Design axis_sync_fifo, sky130hd; sources not shown.
Figure 1. Floorplan with the power grid.
Pins as bars on the die edge.
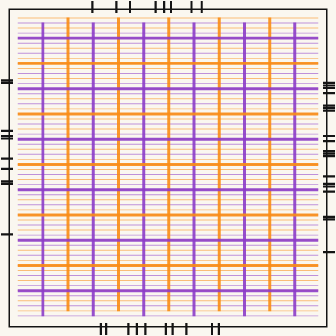
colour	net
orange	VDD
purple	VSS
met4 straps	11
rows	59
Peak supply drop: 0.309 mV
Die Y: 170 um
chip width: 170 um
core area: 0.0260 sq mm

Figure 2. Cells coloured by class.
Scale bar: 50 um.
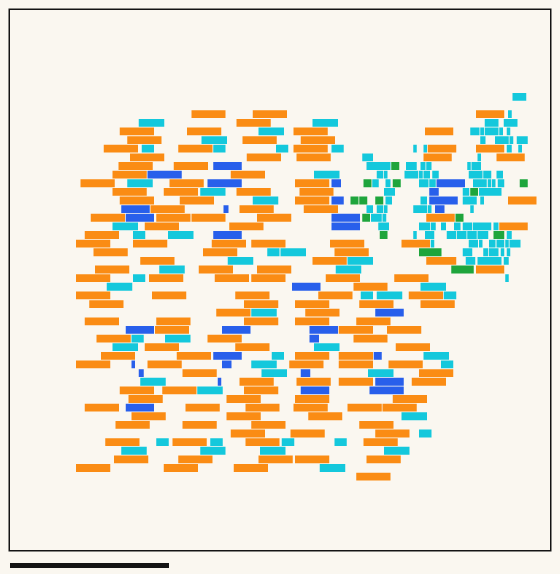
colour	class	cells	share of their area
green	other buffers and delay cells	14	2.0%
orange	flip-flops	148	65%
cyan	all other logic	139	24%
blue	clock drivers and dummy loads	32	9.0%
Core Util, Final: 27.5%
Cell Rows: 59
Design Area, Final: 0.00715 sq mm
sequential cell area share: 61.3%

Figure 3. Clock distribution.
Scale bar: 50 um.
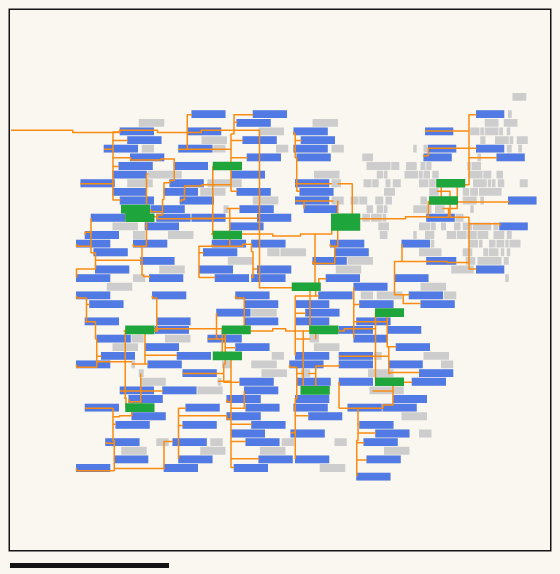
[blue] flip-flops | count: 148
[green] cells driving clock nets | count: 17
[orange] clock wires | length: 1790 um
routed clock nets	18
Power Clock: 1.89 mW
Worst-Skew Late Latency: 0.41 ns
clock power share: 40.4%

Figure 4. Metal layers overlaid.
Two of the layers only.
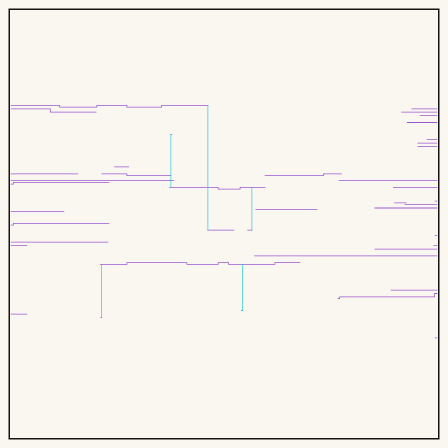
colour	layer	wire length
cyan	met4	127 um
purple	met3	900 um
wire per inst: 18.6 um
Vias: 2818
GRT Util Overall: 9.08%
Total Wirelength: 12500 um

Figure 5. The clock network.
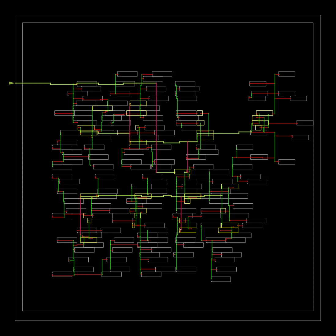
registers: 148
cts bufs inserted: 17
number of clock buffers in the layout: 17
clock sink total: 148

==> impl_metrics.yaml <==
# flow metrics
worst_setup_path:
  cp.arrival_ns: 2.09
  critical_path_class: "flip-flop to output port"
  rr_worst_depth: 9
  start_kind: "flip-flop"
synthesis:
  postSynthCellCount: 301
  ys_area_sq_mm: 0.00605
  numSynthFlops: 148
  top_cell_area_share_pct: 67.5
  avgSynthCellArea_sq_um: 20.1
  syn-cell-area_sq_mm: 0.00605
  ys_types: 32
  yosys_cells: 301
  syn_nets: 334
  yosys-top-cells-count: "136 x edfxtp_1, 34 x mux4_2, 17 x mux2_2, 15 x nor2_1, 12 x dfrtp_1"
  ff_type: "edfxtp_1"
  synth.largest_area_cell: "edfxtp_1"
flow_run:
  tool_warnings: 29
  maxCapViolations: 0
floorplan:
  ios: 47
  initial_core_util_pct: 23.3
  die-area_sq_mm: 0.0290
final_timing:
  tns_ns: 0
  slew_viol_final: 0
  finalWorstSetupSlack_ns: 0.259
  whs_ns: 0.290
  period_used_pct: 92.4
  fmax_mhz: 318
  max_slew.worst_pin.slew_ns: 0.647
clocking:
  cts_resized: 0
  cts_max_path_buffers: 2
  cts_root_buffer: "clkbuf_16"
  cts_tree: "yes"
power:
  p_leak_nw: 2.29
  p_total_mw: 4.68
global_routing:
  grt_start_max_net_pins: 37
  antenna_found_initial: 0
  grt_pass1_wl_um: 19000
place:
  placed_area_sq_mm: 0.00654
  portBuffers: 0
  hpwl_um: 7300
layout:
  largest_register_ff_count: 136
  drive_gt1_share_pct: 31.5
  diodes: 0
  final_cells: 668
  syn_to_final_growth_pct: 18.2
detailed_routing:
  ant_nets: 0
status:
  status: "complete, no violations"
## cells by family after synthesis
logic type / count (synthesis) / share of synthesized area, %
multiplexers: 54 / 16.3
AND/OR/NAND/NOR: 40 / 3.43
AND-OR/OR-AND: 15 / 1.70
buffers and inverters: 22 / 2.11
adder cells (fa/ha/maj): 11 / 2.40
XOR/XNOR: 11 / 1.59
flip-flops: 148 / 72.5
## power breakdown
part           switching (mW)  internal (mW)  total [mW]
Clock                   0.731           1.16        1.89
Combinational           0.372          0.314       0.686
Sequential             0.0622           2.04        2.10
## layout make-up
class	instances	area, sq um
Tap cell	335	419
Multi-Input combinational cell	131	1580
Timing Repair Buffer	14	133
Fill cell	2590	18800
Clock inverter	15	179
Clock buffer	17	425
Inverter	8	30.0
Sequential cell	148	4390
## worst max-delay path: stages, from the launching register on
cell	delay, ns
dfrtp_1	0.62
xor2_1	0.42
nor3_1	0.17
a21oi_1	0.45
## timing repair
| item | CTS | global route |
|---|---|---|
| setup endpoints to repair | 0 | 0 |
| endpoints found under the hold margin | 12 | 0 |
| hold buffers | 1 | 0 |
## layout by cell type (no fill, tap or decap), types with 4 or more instances in the layout
cell       synthesis  layout
a21oi_1            6       6
buf_4              4      11
clkbuf_16          0      17
dfrtp_1           12      11
edfxtp_1         136     136
ha_1              10      10
inv_1              8       8
mux2_2            17      17
mux4_2            34      34
nand2_1            6       6
nor2_1            15      12
nor3_2             0       4
xnor2_1            6       6
xor2_1             5       5
## routing by layer
layer	vias up	track usage (%)	part of all wire, %
met2	51	14.9	50
li1	1253	-	-
met1	1503	10.7	42
met3	11	4.13	7.2
met4	0	2.71	1.0
met5	-	0	0
No activity file was given, so power comes from the tool's default toggle rates.
